## src/rtl/peak_period_monitor_if.sv

```systemverilog
// Bundles the peak flag input, fault clear and all monitor results.
interface peak_period_monitor_if #(
    parameter int PBITS = 17,
    parameter int CBITS = 16
) ();
    logic             sig_in;
    logic             clr_fault;
    logic [CBITS-1:0] peak_cnt;
    logic [PBITS-1:0] last_period;
    logic             period_vld;
    logic             fault;
    logic [1:0]       fault_code;

    modport master (
        output sig_in, clr_fault,
        input  peak_cnt, last_period, period_vld, fault, fault_code
    );

    modport slave (
        input  sig_in, clr_fault,
        output peak_cnt, last_period, period_vld, fault, fault_code
    );
endinterface

```

## src/rtl/peak_period_monitor.sv

```systemverilog
// Checks the ramp generator's peak flag: counts rising edges, measures the
// rise-to-rise period and latches a sticky fault on an out-of-window period
// or when no peak arrives within TIMEOUT cycles.
module peak_period_monitor #(
    parameter int EXP_PERIOD = 45002,
    parameter int TOL        = 2,
    parameter int TIMEOUT    = 50000,
    parameter int PBITS      = 17,
    parameter int CBITS      = 16
) (
    input logic               clk,
    input logic               rst,
    peak_period_monitor_if.slave bus
);
    localparam logic [PBITS-1:0] PER_LO  = PBITS'(EXP_PERIOD - TOL);
    localparam logic [PBITS-1:0] PER_HI  = PBITS'(EXP_PERIOD + TOL);
    localparam logic [PBITS-1:0] PER_TO  = PBITS'(TIMEOUT);
    localparam logic [PBITS-1:0] PER_MAX = '1;
    localparam logic [CBITS-1:0] CNT_MAX = '1;

    typedef enum logic [1:0] {
        S_WAIT_FIRST = 2'd0,
        S_TRACK      = 2'd1,
        S_FAULT      = 2'd2
    } state_t;

    state_t           r_state, w_state_nxt;
    logic             r_sig_q;
    logic [PBITS-1:0] r_per_cnt, w_per_cnt_nxt;
    logic [CBITS-1:0] r_peak_cnt, w_peak_cnt_nxt;
    logic [PBITS-1:0] r_last_period, w_last_period_nxt;
    logic             r_period_vld, w_period_vld_nxt;
    logic [1:0]       r_code, w_code_nxt;
    logic             w_rise;
    logic             w_timeout;
    logic [CBITS-1:0] w_peak_inc;

    assign w_rise     = bus.sig_in & ~r_sig_q;
    assign w_timeout  = (r_per_cnt == PER_TO);
    assign w_peak_inc = (r_peak_cnt == CNT_MAX) ? r_peak_cnt : r_peak_cnt + 1'b1;

    // State register
    always_ff @(posedge clk) begin
        if (!rst) r_state <= S_WAIT_FIRST;
        else      r_state <= w_state_nxt;
    end

    // Next-state logic and next values of counters and registered outputs
    always_comb begin
        w_state_nxt       = r_state;
        w_per_cnt_nxt     = w_rise ? PBITS'(1)
                          : ((r_per_cnt == PER_MAX) ? r_per_cnt : r_per_cnt + 1'b1);
        w_peak_cnt_nxt    = r_peak_cnt;
        w_last_period_nxt = r_last_period;
        w_period_vld_nxt  = 1'b0;
        w_code_nxt        = r_code;
        case (r_state)
            S_WAIT_FIRST: begin
                if (w_rise) begin
                    w_state_nxt    = S_TRACK;
                    w_peak_cnt_nxt = w_peak_inc;
                end else if (w_timeout) begin
                    w_state_nxt = S_FAULT;
                    w_code_nxt  = 2'b11;
                end
            end
            S_TRACK: begin
                // A rise coinciding with the timeout count is judged as a period
                if (w_rise) begin
                    w_last_period_nxt = r_per_cnt;
                    w_period_vld_nxt  = 1'b1;
                    w_peak_cnt_nxt    = w_peak_inc;
                    if (r_per_cnt < PER_LO) begin
                        w_state_nxt = S_FAULT;
                        w_code_nxt  = 2'b01;
                    end else if (r_per_cnt > PER_HI) begin
                        w_state_nxt = S_FAULT;
                        w_code_nxt  = 2'b10;
                    end
                end else if (w_timeout) begin
                    w_state_nxt = S_FAULT;
                    w_code_nxt  = 2'b11;
                end
            end
            S_FAULT: begin
                // Rises are ignored here, including one coinciding with the clear
                if (bus.clr_fault) begin
                    w_state_nxt   = S_WAIT_FIRST;
                    w_per_cnt_nxt = '0;
                    w_code_nxt    = 2'b00;
                end
            end
            default: begin
                w_state_nxt = S_WAIT_FIRST;
                w_code_nxt  = 2'b00;
            end
        endcase
    end

    // Edge detector, period counter and output registers
    always_ff @(posedge clk) begin
        if (!rst) begin
            r_sig_q       <= 1'b0;
            r_per_cnt     <= '0;
            r_peak_cnt    <= '0;
            r_last_period <= '0;
            r_period_vld  <= 1'b0;
            r_code        <= 2'b00;
        end else begin
            r_sig_q       <= bus.sig_in;
            r_per_cnt     <= w_per_cnt_nxt;
            r_peak_cnt    <= w_peak_cnt_nxt;
            r_last_period <= w_last_period_nxt;
            r_period_vld  <= w_period_vld_nxt;
            r_code        <= w_code_nxt;
        end
    end

    assign bus.peak_cnt    = r_peak_cnt;
    assign bus.last_period = r_last_period;
    assign bus.period_vld  = r_period_vld;
    assign bus.fault       = (r_state == S_FAULT);
    assign bus.fault_code  = r_code;
endmodule
```

## src/flat_wrapper.sv

```systemverilog
// flat-port wrapper written by rule: the top's interface ports become plain ports
module peak_period_monitor_flat 
#(
    parameter int EXP_PERIOD = 45002,
    parameter int TOL        = 2,
    parameter int TIMEOUT    = 50000,
    parameter int PBITS      = 17,
    parameter int CBITS      = 16
)
  (clk, rst, bus_sig_in, bus_clr_fault, bus_peak_cnt, bus_last_period, bus_period_vld, bus_fault, bus_fault_code);
  peak_period_monitor_if #(.PBITS(PBITS), .CBITS(CBITS)) bus_i ();
  input logic clk;
  input logic rst;
  input wire logic [$bits(bus_i.sig_in)-1:0] bus_sig_in;
  input wire logic [$bits(bus_i.clr_fault)-1:0] bus_clr_fault;
  output wire logic [$bits(bus_i.peak_cnt)-1:0] bus_peak_cnt;
  output wire logic [$bits(bus_i.last_period)-1:0] bus_last_period;
  output wire logic [$bits(bus_i.period_vld)-1:0] bus_period_vld;
  output wire logic [$bits(bus_i.fault)-1:0] bus_fault;
  output wire logic [$bits(bus_i.fault_code)-1:0] bus_fault_code;
  assign bus_i.sig_in = bus_sig_in;
  assign bus_i.clr_fault = bus_clr_fault;
  assign bus_peak_cnt = bus_i.peak_cnt;
  assign bus_last_period = bus_i.last_period;
  assign bus_period_vld = bus_i.period_vld;
  assign bus_fault = bus_i.fault;
  assign bus_fault_code = bus_i.fault_code;
  peak_period_monitor #(.EXP_PERIOD(EXP_PERIOD), .TOL(TOL), .TIMEOUT(TIMEOUT), .PBITS(PBITS), .CBITS(CBITS)) u_core (.clk(clk), .rst(rst), .bus(bus_i));
endmodule
```

## config.mk

```make
export PLATFORM = sky130hd
export DESIGN_NAME = peak_period_monitor_flat
export DESIGN_NICKNAME = d
export VERILOG_FILES = /design/src/rtl/peak_period_monitor_if.sv /design/src/rtl/peak_period_monitor.sv /design/src/flat_wrapper.sv
export SDC_FILE = /design/constraint.sdc
export NUM_CORES = 1
export LEC_CHECK = 0
export CELL_PAD_IN_SITES_DETAIL_PLACEMENT = 1
export CELL_PAD_IN_SITES_GLOBAL_PLACEMENT = 1
export CORE_ASPECT_RATIO = 1.1
export CORE_MARGIN = 3
export CORE_UTILIZATION = 39
export CTS_CLUSTER_SIZE = 28
export DETAILED_ROUTE_END_ITERATION = 16
export GPL_TIMING_DRIVEN = 0
export PLACE_DENSITY_LB_ADDON = 0.08
export REMOVE_ABC_BUFFERS = 1
export SYNTH_ARGS = -nofsm -noshare
export SYNTH_HDL_FRONTEND = slang
export SYNTH_SLANG_ARGS = --single-unit
```

## constraint.sdc

```tcl
create_clock -name clk -period 2.5 [get_ports clk]
set_clock_uncertainty 0.2 [all_clocks]
set_input_delay 0.5 -clock clk [delete_from_list [all_inputs] [get_ports clk]]
set_output_delay 0.5 -clock clk [all_outputs]
set_load 0.01 [all_outputs]
```

==> run summary <==
Top Layout Cells: 56 x dfxtp_1, 53 x nand2_1, 39 x clkdlybuf4s50_1
Met2 routed WL: 3460 µm
Final WS setup: 191 ps
# fillers: 769
Worst hold start: u_core.bus.last_period[4]$_SDFFE_PN0P_
M1 WL: 3200 µm
Top cell category: logic gates
Yosys cell count: 322
Placed cell areas: 0.00304 mm²
GRT overflow: 0
Max-Cap Viols: 0
Synth top area share: 42.7%
Layout non-clock buf frac: 13.1%
WHS Path Cells: 2
GR met2 Demand/Resource: 30.9%
Worst Tran Pin Value: 669 ps
Register area: 0.00112 mm²
Worst Path Required: 2540 ps
Chip Area, Yosys: 0.00262 mm²
Setup TNS: 0 ps
CTS Hold Bufs: 0
Pre-CTS setup slack: -653 ps
Slew Limit Headroom: 55.1%
Reg2Reg Setup Slack: 300 ps
Via density: 5.53
Root Buffer: clkbuf_8
Number of diodes: 0
DIE WIDTH: 84.2 µm
Layout cells sized above 1: 6.18%
Cells along the critical path: clkdlybuf4s50_1, nor3b_4, buf_4, nand4_2, o21bai_1, or3_1, a21oi_1
DRT iter0 DRCs: 92
GR peak layer: met2
Met1 Use GR: 23.2%
Fin Hold WS: 261 ps
Remaining DRCs: 0
Main synth FF type: dfxtp_1
WL final: 6930 µm
Status: finished, final reports clean
Buffers outside the clock class: 42
R2R depth: 5
Area growth, synth to finish: 20.9%
Crit path capture type: flop
Buf/Inv on CP: 2
First-pass GRT wire length: 11,500 µm
Met3 Use GR: 2.79%
Max Root-Sink Buffers: 2
Final instance area: 0.00317 mm²
Nonclk inv count: 10
Multi-input gates: 240
Clk latency late pin: 320 ps
Synth warn: 0
Slowest stage delay, CP: 510 ps
Maximum clock frequency: 433 MHz
Min-Delay Endpoint: u_core.bus.last_period[4]$_SDFFE_PN0P_
PwrDens: 488 mW/mm²
OpenROAD warning count: 26
Reg2reg end: u_core.r_state[0]$_SDFFE_PN0P_
Flop Count: 56
EDFF count, synth: 0
H-tree Lvls: 2
Die footprint: 0.00775 mm²
Largest area contributor in the netlist: dfxtp_1
Gate Area: 0.00140 mm²
Post-detail-place hpwl: 4970 µm
Cycle use final: 92.3%
Clock buffer cells: 6
Distinct lib cells used: 52
Most frequent cell after synthesis: dfxtp_1
Syn_area_per_cell: 8.15 µm²
Final-report hold violation count: 0
Main area contributors: dfxtp_1 43%, nand2_1 7.6%, a21oi_1 5.7%
Clock-cell share: 3.08%
Startpoint types: input port
Crit-path slowest cell: clkdlybuf4s50_1
Final ANT Viol Nets: 0
Worst Path Arrival: 2340 ps
Crit path max-delay family: simple AND/OR/NAND/NOR gates
Dpl cells: 425
Flops out of synthesis: 56
Vias in the first global route: 2,348
LEAKAGE: 1.04 nW
Final net count: 362
Synth async-reset ratio: 0%
Cells after synthesis: 322
Post-synth seq share: 42.7%
WL met3: 173 µm
Post-cts resize count: 4
Max FO, Critical Path: 6
CTS tree: done
Layout Cells excl Fill: 436
Global Route Usage Sum: 18.0%
Via count: 2,410
Final Setup Violations: 0
I/O pin count: 41
Avg WL per Cell: 15.9 µm
Reg2reg start: u_core.r_per_cnt[15]$_SDFF_PN0_
Initial antenna violation count: 0
CTS buffer count: 5
Gpl congestion: 0.826
Clock slew at reported path FFs: 100 ps
Logic share of the area: 44.0%
Clock sink count: 56
RSZ-0062 raised after global routing: no
Mapped Area: 0.00262 mm²
Final slew viol count: 0
Drt pass-1 iters: 4
Worst VDD drop: 0.263 mV
[where the power goes]
group          leakage, nW  total, mW  switching, mW  internal, mW
registers            0.452      0.918         0.0148         0.903
logic                0.543     0.0999         0.0620        0.0379
clock network       0.0434      0.532          0.307         0.225
total                 1.04       1.55          0.383          1.17
[kinds of logic after synthesis]
| logic type | after synthesis | share of synthesized area (%) |
|---|---|---|
| xor gates and xnor gates | 19 | 6.34 |
| and+or+nand+nor | 155 | 30.0 |
| adders and majority gates | 3 | 1.43 |
| AOI/OAI and AO/OA | 63 | 15.2 |
| buffers and inverters | 26 | 4.34 |
| DFF | 56 | 42.7 |
[worst reg2reg max path: stages, from the launching register on]
cell,delay (ps)
dfxtp_1,510
or3b_4,460
nor4_2,270
a31oi_1,180
or2_1,290
a311oi_2,200
[metrics by stage]
step / util [%] / total power [mW]
6_report: 50.0 / 1.55
5_1_grt: 50.0 / 1.61
4_1_cts: 49.6 / 1.56
3_5_place_dp: 48.0 / 1.03
3_3_place_gp: 48.0 / 1.03
2_1_floorplan: - / 0.989
[worst max-delay path by stage]
| stage | startpoint | to | slack [ps] | cells after the start |
|---|---|---|---|---|
| detailed placement | bus_sig_in | u_core.r_state[0]$_SDFFE_PN0P_ | -650 | 6 |
| CTS | bus_sig_in | u_core.bus.peak_cnt[5]$_SDFFE_PN0P_ | 10 | 6 |
| global route | bus_sig_in | u_core.bus.peak_cnt[5]$_SDFFE_PN0P_ | 70 | 7 |
| floorplan | bus_sig_in | u_core.r_state[0]$_SDFFE_PN0P_ | 390 | 5 |
| global placement | bus_sig_in | u_core.r_state[0]$_SDFFE_PN0P_ | -610 | 6 |
| finish | bus_sig_in | u_core.bus.peak_cnt[5]$_SDFFE_PN0P_ | 190 | 7 |
==> images/sizes.png <==
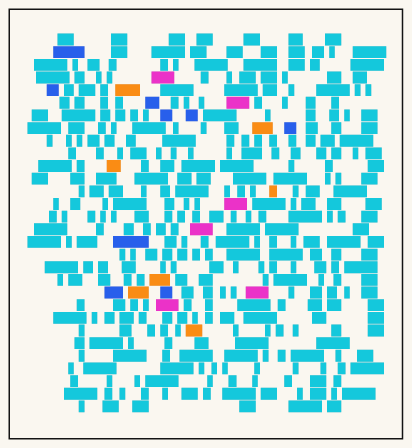
[_2 cells] orange | cells: 7
[_0 and _1 cells] cyan | cells: 334
[_6 and larger] magenta | cells: 6
[_3 and _4 cells] blue | cells: 9

==> images/placement.png <==
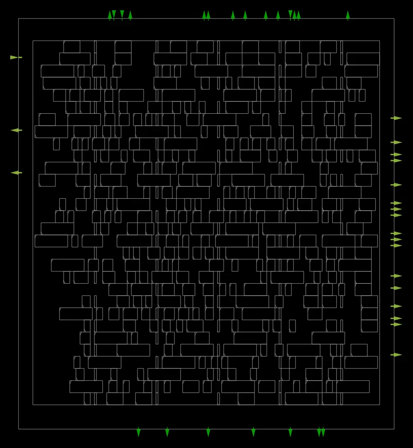
# rows: 30
core area: 0.00634 mm²
Well Taps: 80
sequential cell area share: 35.3%
Final Core Density: 50.0%

==> images/detail.png <==
Window x 53 to 73, y 59 to 79 µm. Cells in grey, sequential cells in the stronger grey; small squares are vias.
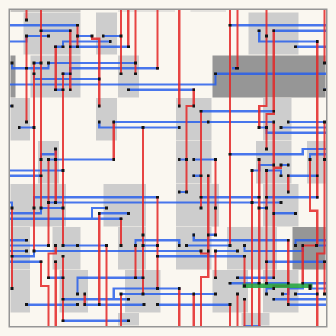
[metal 2] red
[metal 3] green
[metal 1] blue
netlist names of flops here include: `u_core.bus.peak_cnt` (1)
most frequent: nor4_1 (4), nand3_1 (3)
sequential cells in the window: 1
cells with their middle in the window: 27

==> images/io_placement.png <==
Scale bar: 20 µm. Pins as bars across the die edge, other pins in grey.
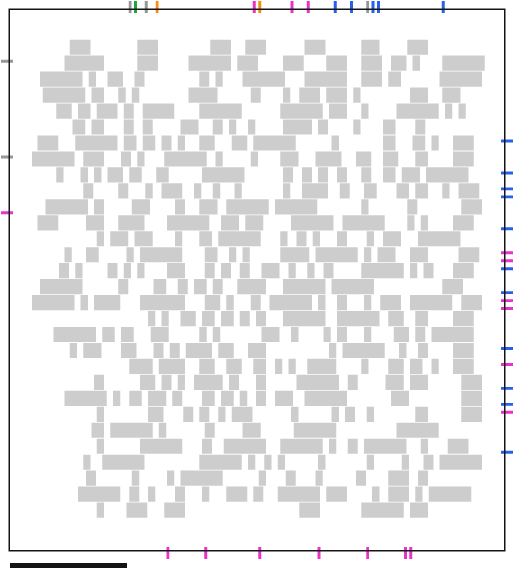
[`bus_sig_in`] green | pins: 1 | direction: input | edge: top
[`bus_fault_code`] orange | pins: 2 | direction: output | edge: top
[`bus_peak_cnt`] blue | pins: 16 | direction: output | edge: 11 right, 5 top
[`bus_last_period`] magenta | pins: 17 | direction: output | edge: 7 bottom, 6 right, 3 top, 1 left
all pins by edge: 17 right, 14 top, 7 bottom, 3 left
port bufs: 40
Die Span Y: 92.0 µm

==> images/cell_density.png <==
The die is cut into 8 by 9 equal tiles; white is low, dark blue is high, 0 to 100% covered.
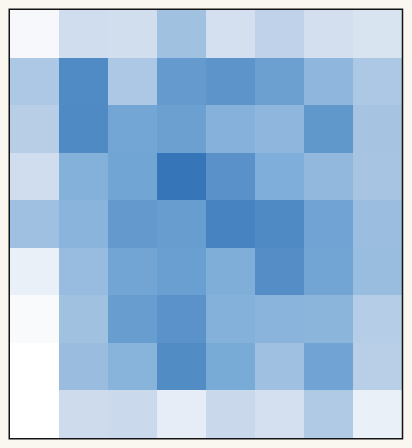
emptiest ninth of the die: lower left
fullest tile: 72%
mean over tiles: 40%
nearly empty tiles: 2.8%
fp_density: 41.4%

Power figures rest on the tool's default switching activity, not on a simulated workload.
